===== config.mk =====
export PLATFORM = sky130hd
export DESIGN_NAME = m_axi_lite_master
export DESIGN_NICKNAME = d
export VERILOG_FILES = /design/src/rtl/m_axi_lite_master.sv
export SDC_FILE = /design/constraint.sdc
export NUM_CORES = 1
export LEC_CHECK = 0
export ABC_AREA = 1
export CORE_MARGIN = 1
export CORE_UTILIZATION = 43
export CTS_CLUSTER_SIZE = 8
export DETAILED_ROUTE_END_ITERATION = 10
export GPL_TIMING_DRIVEN = 0
export PLACE_DENSITY = 0.85
export SYNTH_ARGS = -nofsm -noshare
export SYNTH_HDL_FRONTEND = slang
export SYNTH_SLANG_ARGS = --single-unit

===== constraint.sdc =====
create_clock -name aclk_i -period 3.1 [get_ports aclk_i]
set_input_delay 0.62 -clock aclk_i [delete_from_list [all_inputs] [get_ports aclk_i]]
set_output_delay 0.62 -clock aclk_i [all_outputs]
set_load 0.005 [all_outputs]

===== src/rtl/m_axi_lite_master.sv =====
// m_axi_lite_master
//   AXI4-Lite initiator: converts single-beat register commands into one
//   AXI4-Lite write or read transaction at a time and returns the result
//   on a valid/ready response port.
//
// Optional feature macro: M_AXI_TIMEOUT_EN
//   defined   -> per-wait-state watchdog aborts a stalled transaction after
//                C_TIMEOUT cycles (rsp_timeout_o=1, rsp_resp_o=SLVERR)
//   undefined -> no watchdog, rsp_timeout_o tied low, master waits forever
//
// Ports
//   aclk_i, areset_i                 clock, synchronous active-high reset
//   cmd_valid_i/cmd_ready_o          command handshake (ready while idle)
//   cmd_write_i/cmd_addr_i/cmd_wdata_i  command payload
//   rsp_valid_o/rsp_ready_i          response handshake
//   rsp_rdata_o/rsp_resp_o/rsp_timeout_o  response payload
//   aw*/w*/b*/ar*/r*                 AXI4-Lite master channels
module m_axi_lite_master #(
  parameter logic [2:0]  C_PROT    = 3'b000,
  parameter logic [3:0]  C_WSTRB   = 4'hF,
  parameter logic [15:0] C_TIMEOUT = 16'd1024
) (
  input  logic        aclk_i,
  input  logic        areset_i,
  input  logic        cmd_valid_i,
  output logic        cmd_ready_o,
  input  logic        cmd_write_i,
  input  logic [31:0] cmd_addr_i,
  input  logic [31:0] cmd_wdata_i,
  output logic        rsp_valid_o,
  input  logic        rsp_ready_i,
  output logic [31:0] rsp_rdata_o,
  output logic [1:0]  rsp_resp_o,
  output logic        rsp_timeout_o,
  output logic        awvalid_o,
  input  logic        awready_i,
  output logic [31:0] awaddr_o,
  output logic [2:0]  awprot_o,
  output logic        wvalid_o,
  input  logic        wready_i,
  output logic [31:0] wdata_o,
  output logic [3:0]  wstrb_o,
  input  logic        bvalid_i,
  output logic        bready_o,
  input  logic [1:0]  bresp_i,
  output logic        arvalid_o,
  input  logic        arready_i,
  output logic [31:0] araddr_o,
  output logic [2:0]  arprot_o,
  input  logic        rvalid_i,
  output logic        rready_o,
  input  logic [31:0] rdata_i,
  input  logic [1:0]  rresp_i
);

  localparam logic [1:0] RESP_SLVERR = 2'b10;

  typedef enum logic [2:0] {
    S_IDLE, S_WR_REQ, S_WR_RESP, S_RD_REQ, S_RD_DATA, S_RSP
  } state_e;

  state_e      state_q, state_d;
  logic        awvalid_q, awvalid_d;
  logic        wvalid_q, wvalid_d;
  logic        arvalid_q, arvalid_d;
  logic [31:0] awaddr_q, awaddr_d;
  logic [31:0] wdata_q, wdata_d;
  logic [31:0] araddr_q, araddr_d;
  logic        rsp_valid_q, rsp_valid_d;
  logic [31:0] rsp_rdata_q, rsp_rdata_d;
  logic [1:0]  rsp_resp_q, rsp_resp_d;
  logic        tmo_hit;
  logic        abort;
  logic        wr_hs;

  // Any AW or W beat this cycle; a beat beats the watchdog in the same cycle.
  assign wr_hs = (awvalid_q & awready_i) | (wvalid_q & wready_i);

  // Next-state and registered-output logic
  always_comb begin
    state_d     = state_q;
    awvalid_d   = awvalid_q;
    wvalid_d    = wvalid_q;
    arvalid_d   = arvalid_q;
    awaddr_d    = awaddr_q;
    wdata_d     = wdata_q;
    araddr_d    = araddr_q;
    rsp_valid_d = rsp_valid_q;
    rsp_rdata_d = rsp_rdata_q;
    rsp_resp_d  = rsp_resp_q;
    abort       = 1'b0;

    case (state_q)
      S_IDLE: begin
        if (cmd_valid_i) begin
          if (cmd_write_i) begin
            awaddr_d  = cmd_addr_i;
            wdata_d   = cmd_wdata_i;
            awvalid_d = 1'b1;
            wvalid_d  = 1'b1;
            state_d   = S_WR_REQ;
          end else begin
            araddr_d  = cmd_addr_i;
            arvalid_d = 1'b1;
            state_d   = S_RD_REQ;
          end
        end
      end
      S_WR_REQ: begin
        // A dropped valid doubles as the per-channel "done" flag.
        if (awvalid_q && awready_i) awvalid_d = 1'b0;
        if (wvalid_q && wready_i)   wvalid_d  = 1'b0;
        if (!awvalid_d && !wvalid_d) state_d = S_WR_RESP;
        else                         abort   = tmo_hit & ~wr_hs;
      end
      S_WR_RESP: begin
        if (bvalid_i) begin
          rsp_valid_d = 1'b1;
          rsp_resp_d  = bresp_i;
          rsp_rdata_d = '0;
          state_d     = S_RSP;
        end else begin
          abort = tmo_hit;
        end
      end
      S_RD_REQ: begin
        if (arready_i) begin
          arvalid_d = 1'b0;
          state_d   = S_RD_DATA;
        end else begin
          abort = tmo_hit;
        end
      end
      S_RD_DATA: begin
        if (rvalid_i) begin
          rsp_valid_d = 1'b1;
          rsp_resp_d  = rresp_i;
          rsp_rdata_d = rdata_i;
          state_d     = S_RSP;
        end else begin
          abort = tmo_hit;
        end
      end
      S_RSP: begin
        if (rsp_ready_i) begin
          rsp_valid_d = 1'b0;
          state_d     = S_IDLE;
        end
      end
      default: state_d = S_IDLE;
    endcase

    // Watchdog abort: withdraw every request and report SLVERR.
    if (abort) begin
      awvalid_d   = 1'b0;
      wvalid_d    = 1'b0;
      arvalid_d   = 1'b0;
      rsp_valid_d = 1'b1;
      rsp_resp_d  = RESP_SLVERR;
      rsp_rdata_d = '0;
      state_d     = S_RSP;
    end
  end

  // State and output registers
  always_ff @(posedge aclk_i) begin
    if (areset_i) begin
      state_q     <= S_IDLE;
      awvalid_q   <= 1'b0;
      wvalid_q    <= 1'b0;
      arvalid_q   <= 1'b0;
      awaddr_q    <= '0;
      wdata_q     <= '0;
      araddr_q    <= '0;
      rsp_valid_q <= 1'b0;
      rsp_rdata_q <= '0;
      rsp_resp_q  <= 2'b00;
    end else begin
      state_q     <= state_d;
      awvalid_q   <= awvalid_d;
      wvalid_q    <= wvalid_d;
      arvalid_q   <= arvalid_d;
      awaddr_q    <= awaddr_d;
      wdata_q     <= wdata_d;
      araddr_q    <= araddr_d;
      rsp_valid_q <= rsp_valid_d;
      rsp_rdata_q <= rsp_rdata_d;
      rsp_resp_q  <= rsp_resp_d;
    end
  end

`ifdef M_AXI_TIMEOUT_EN
  logic [15:0] tmo_cnt_q, tmo_cnt_d;
  logic        rsp_timeout_q, rsp_timeout_d;
  logic        in_wait;

  assign in_wait = state_q inside {S_WR_REQ, S_WR_RESP, S_RD_REQ, S_RD_DATA};
  // Fires in the cycle where the count would reach C_TIMEOUT; the >= keeps
  // it armed after a cycle where a handshake pre-empted it.
  assign tmo_hit = in_wait && (({1'b0, tmo_cnt_q} + 17'd1) >= {1'b0, C_TIMEOUT});

  // Watchdog counter restarts on every state change; timeout flag is
  // reloaded whenever a new response is produced.
  always_comb begin
    tmo_cnt_d = tmo_cnt_q;
    if (state_d != state_q)                     tmo_cnt_d = '0;
    else if (in_wait && tmo_cnt_q != 16'hFFFF)  tmo_cnt_d = tmo_cnt_q + 16'd1;
    rsp_timeout_d = (rsp_valid_d && !rsp_valid_q) ? abort : rsp_timeout_q;
  end

  always_ff @(posedge aclk_i) begin
    if (areset_i) begin
      tmo_cnt_q     <= '0;
      rsp_timeout_q <= 1'b0;
    end else begin
      tmo_cnt_q     <= tmo_cnt_d;
      rsp_timeout_q <= rsp_timeout_d;
    end
  end

  assign rsp_timeout_o = rsp_timeout_q;
`else
  assign tmo_hit       = 1'b0;
  assign rsp_timeout_o = 1'b0;
`endif

  assign cmd_ready_o = (state_q == S_IDLE);
  assign bready_o    = (state_q == S_WR_RESP);
  assign rready_o    = (state_q == S_RD_DATA);
  assign awvalid_o   = awvalid_q;
  assign wvalid_o    = wvalid_q;
  assign arvalid_o   = arvalid_q;
  assign awaddr_o    = awaddr_q;
  assign wdata_o     = wdata_q;
  assign araddr_o    = araddr_q;
  assign awprot_o    = C_PROT;
  assign arprot_o    = C_PROT;
  assign wstrb_o     = C_WSTRB;
  assign rsp_valid_o = rsp_valid_q;
  assign rsp_rdata_o = rsp_rdata_q;
  assign rsp_resp_o  = rsp_resp_q;

endmodule

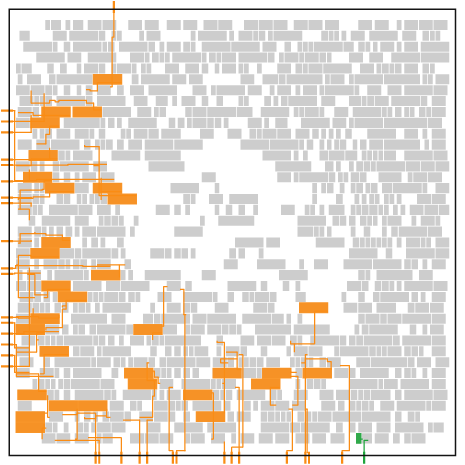
(nets reached from selected ports)
(4 px per um)
[rsp_timeout_o] green | direction: output | edge: bottom | end cells: 1 | wire: 4.60 um
[araddr_o] orange | direction: output | edge: 17 left, 14 bottom, 1 top | end cells: 32 | wire: 970 um
IO Count: 258
port bufs: 245

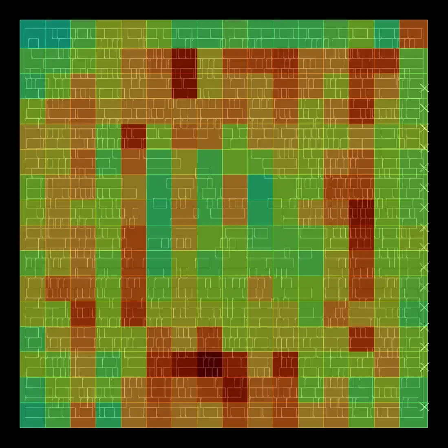
(track usage over the die)
Avg WL per Cell: 14.5 um
Core Util, Final: 0.727

==> impl_metrics.toml <==
# physical design summary
[outcome]
run_status = "complete, but fails checks"
violations = "design-rule violations"

[setup_path]
crit_arrival_ns = 1.86
critPathBufInv = 2
slowest_delay_ns = 0.57
path_max_fanout = 5
path_cells = "inv_1, nor3_1, clkdlybuf4s50_1"
path_class = "register to primary output"
path_delay_family = "buffers and inverters"
crit_path_start_kind = "register"
required_ns = 2.48
critPathSlowestCell = "clkdlybuf4s50_1"
cp-end-kind = "primary output"

[floorplan]
initial_core_util = 0.445
die_h_um = 111
design.die.area_sq_um = 12400
rows = 39
coreArea_sq_um = 11500
dieWidth_um = 111

[clock_network]
ctsRootBufferMaster = "clkbuf_16"
insertion_delay_ns = 0.42
post_cts_buffers = 0
clockBufferDepth = 2
numCtsBuffers = 17
cts_tree = "done"
cts.htree.levels = 4
ctsHoldBuffers = 0
clkTransAtPathRegs_ns = 0.06
clock_sinks = 137
cts_resized = 0

[timing]
holdWs_ns = 0.441
fmax_ghz = 0.404
period_used_share = 0.799
slew_headroom = 0.637
rsz0062_at_grt = "no"
hold_viol = 0
setup_violations = 0
skew_ns = 0.0149
slew_violations = 0
finalCriticalPeriod_ns = 2.48
tns_ns = 0
worst_slew_pin_slew_ns = 0.544

[flow_run]
max-cap-violations = 0
warnings = 26

[global_routing]
track_usage = 0.258
grt_pass1_wl_mm = 25.0
grt_overflow = 0
antenna_found_initial = 0
grt_pass1_vias = 5030
grt_max_degree = 17

[power_and_ir_drop]
internal_power_mw = 4.28
leakage_nw = 3.26
combPwrFrac = 0.319
switching_power_mw = 1.90
pwr-share-seq = 0.366
power_mw = 6.18
swShare = 0.307
clockPowerShare = 0.315
p_per_area_nw_per_um2 = 738
vdd_drop_max_mv = 0.468

[synthesis]
ys_types = 22
syn_inst = 664
ys_warn_count = 0
synth_chip_area_sq_um = 5120
ys_cells = 664
ys_seq_elements = 137
syn_area_sq_um = 5120
ys_seq_frac = 0.535
synth_area_per_cell_sq_um = 7.72

[layout]
area_growth_pct = 63.3
fin_nets = 1047
layout-drive-gt1-share = 0.0726
antenna_cells = 0

[detailed_routing]
vias = 5214
drt_iter0_drc = 329
vias_per_cell = 4.77
drcViolationCount = 32
drtPass1Iterations = 8
antenna_left = 0
drt_wl_total_mm = 15.9

[placed_design]
hpwl_mm = 11.5
routabilityCongestion = 0.855

[worst_hold_path]
min_path_type = "register to register"
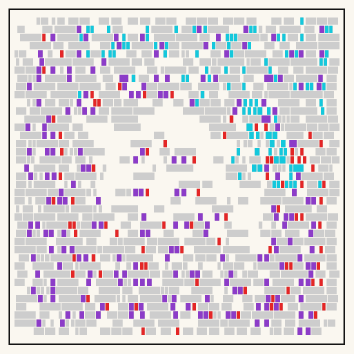
(logic cells by family)
(3 px per um)
[NAND gates] cyan | cells: 98 | most used: nand2_1
[inverting AOI/OAI gates] purple | cells: 200 | most used: o21ai_0 | where: widely spread
[inverters] red | cells: 84 | most used: inv_1
logic share of the area: 0.217
most numerous logic cell after layout: clkdlybuf4s50_1
Non-Filler Instances: 1093

logic make-up (layout without fill, tap and decap cells):
kind of cell,count (synthesis),count (layout),synth area share
other,2,11,0.00147
AND-OR/OR-AND,200,200,0.198
flip-flops,137,137,0.535
AND/OR/NAND/NOR,188,188,0.147
buffers and inverters,137,414,0.118
layout make-up:
cell class,instances,area [sq um]
buffer,53,289
multi-input combinational,399,1810
clock buffer,21,480
inverter,84,315
timing repair buffer,245,2450
clock inverter,11,96.3
tap,143,179
fill,884,3150
sequential,137,2740
cell usage after synthesis:
cell type	number	area share
buf_6	4	0.0088
a21oi_2	2	0.0034
a211oi_1	1	0.0015
clkbuf_1	25	0.018
nand3_2	1	0.0020
nand2_1	85	0.062
nand4_1	1	0.0012
nor2_2	1	0.0012
buf_2	12	0.012
nand3_1	9	0.0088
conb_1	2	0.0015
o21ai_0	100	0.098
inv_1	84	0.062
buf_4	12	0.018
nor2_4	1	0.0022
nor2_1	85	0.062
o21ai_2	1	0.0017
nor3_4	1	0.0032
nand2_2	2	0.0024
nor3_1	2	0.0020
dfxtp_1	137	0.54
a21oi_1	96	0.094
power groups by stage:
stage	combinational, mW	sequential [mW]	clock (mW)
2_1_floorplan	0.894	2.31	0
3_3_place_gp	1.92	2.28	0
3_5_place_dp	1.96	2.29	0
4_1_cts	1.98	2.26	1.97
5_1_grt	2.17	2.30	2.05
6_report	1.97	2.26	1.95
stage by stage:
stage | area [sq um] | setup WS (ns) | util | cells
2_1_floorplan | 5160 | 1.58 | - | 673
3_3_place_gp | 7790 | 0.701 | 0.676 | 1061
3_5_place_dp | 7790 | 0.671 | 0.676 | 1061
4_1_cts | 8370 | 0.598 | 0.727 | 1093
5_1_grt | 8370 | 0.571 | 0.727 | 1093
6_report | 8370 | 0.622 | 0.727 | 1093
cell usage in the layout (no fill, tap or decap), types with 2 or more instances in the layout:
cell type	count
buf_4	12
nand2_2	2
clkinv_4	3
nand2_1	85
o21ai_0	100
nor3_1	2
inv_1	84
clkbuf_8	4
nand3_1	9
buf_2	12
clkbuf_1	25
clkbuf_16	17
clkinv_2	5
clkinvlp_4	2
a21oi_2	2
buf_6	4
dfxtp_1	137
conb_1	11
a21oi_1	96
nor2_1	85
clkdlybuf4s50_1	245
worst paths after layout:
check | startpoint | cells after the start | endpoint | slack [ns]
setup / recovery | state_q[1] | 3 | bready_o | 0.62
hold / removal | wdata_o[11] | 2 | wdata_o[11] | 0.44
setup reg to reg | state_q[2] | 8 | araddr_o[3] | 1.24
hold reg to reg | wdata_o[11] | 2 | wdata_o[11] | 0.44
routing by layer:
layer  global-route usage  up-vias  share of wire
li1                     -     2632              -
met1                0.295     2343           0.41
met2                0.435      201           0.48
met3               0.0782       38          0.070
met4                0.133        0          0.036
met5                    0        -              0
sequential cells by signal, indices dropped and copies added, names as in the netlist:
signal,cells
araddr_o,32
wdata_o,32
state_q,3
awvalid_o,1
arvalid_o,1
rsp_rdata_o,32
rsp_resp_o,2
rsp_valid_o,1
awaddr_o,32
wvalid_o,1
Power is estimated from default activity; no workload was simulated.
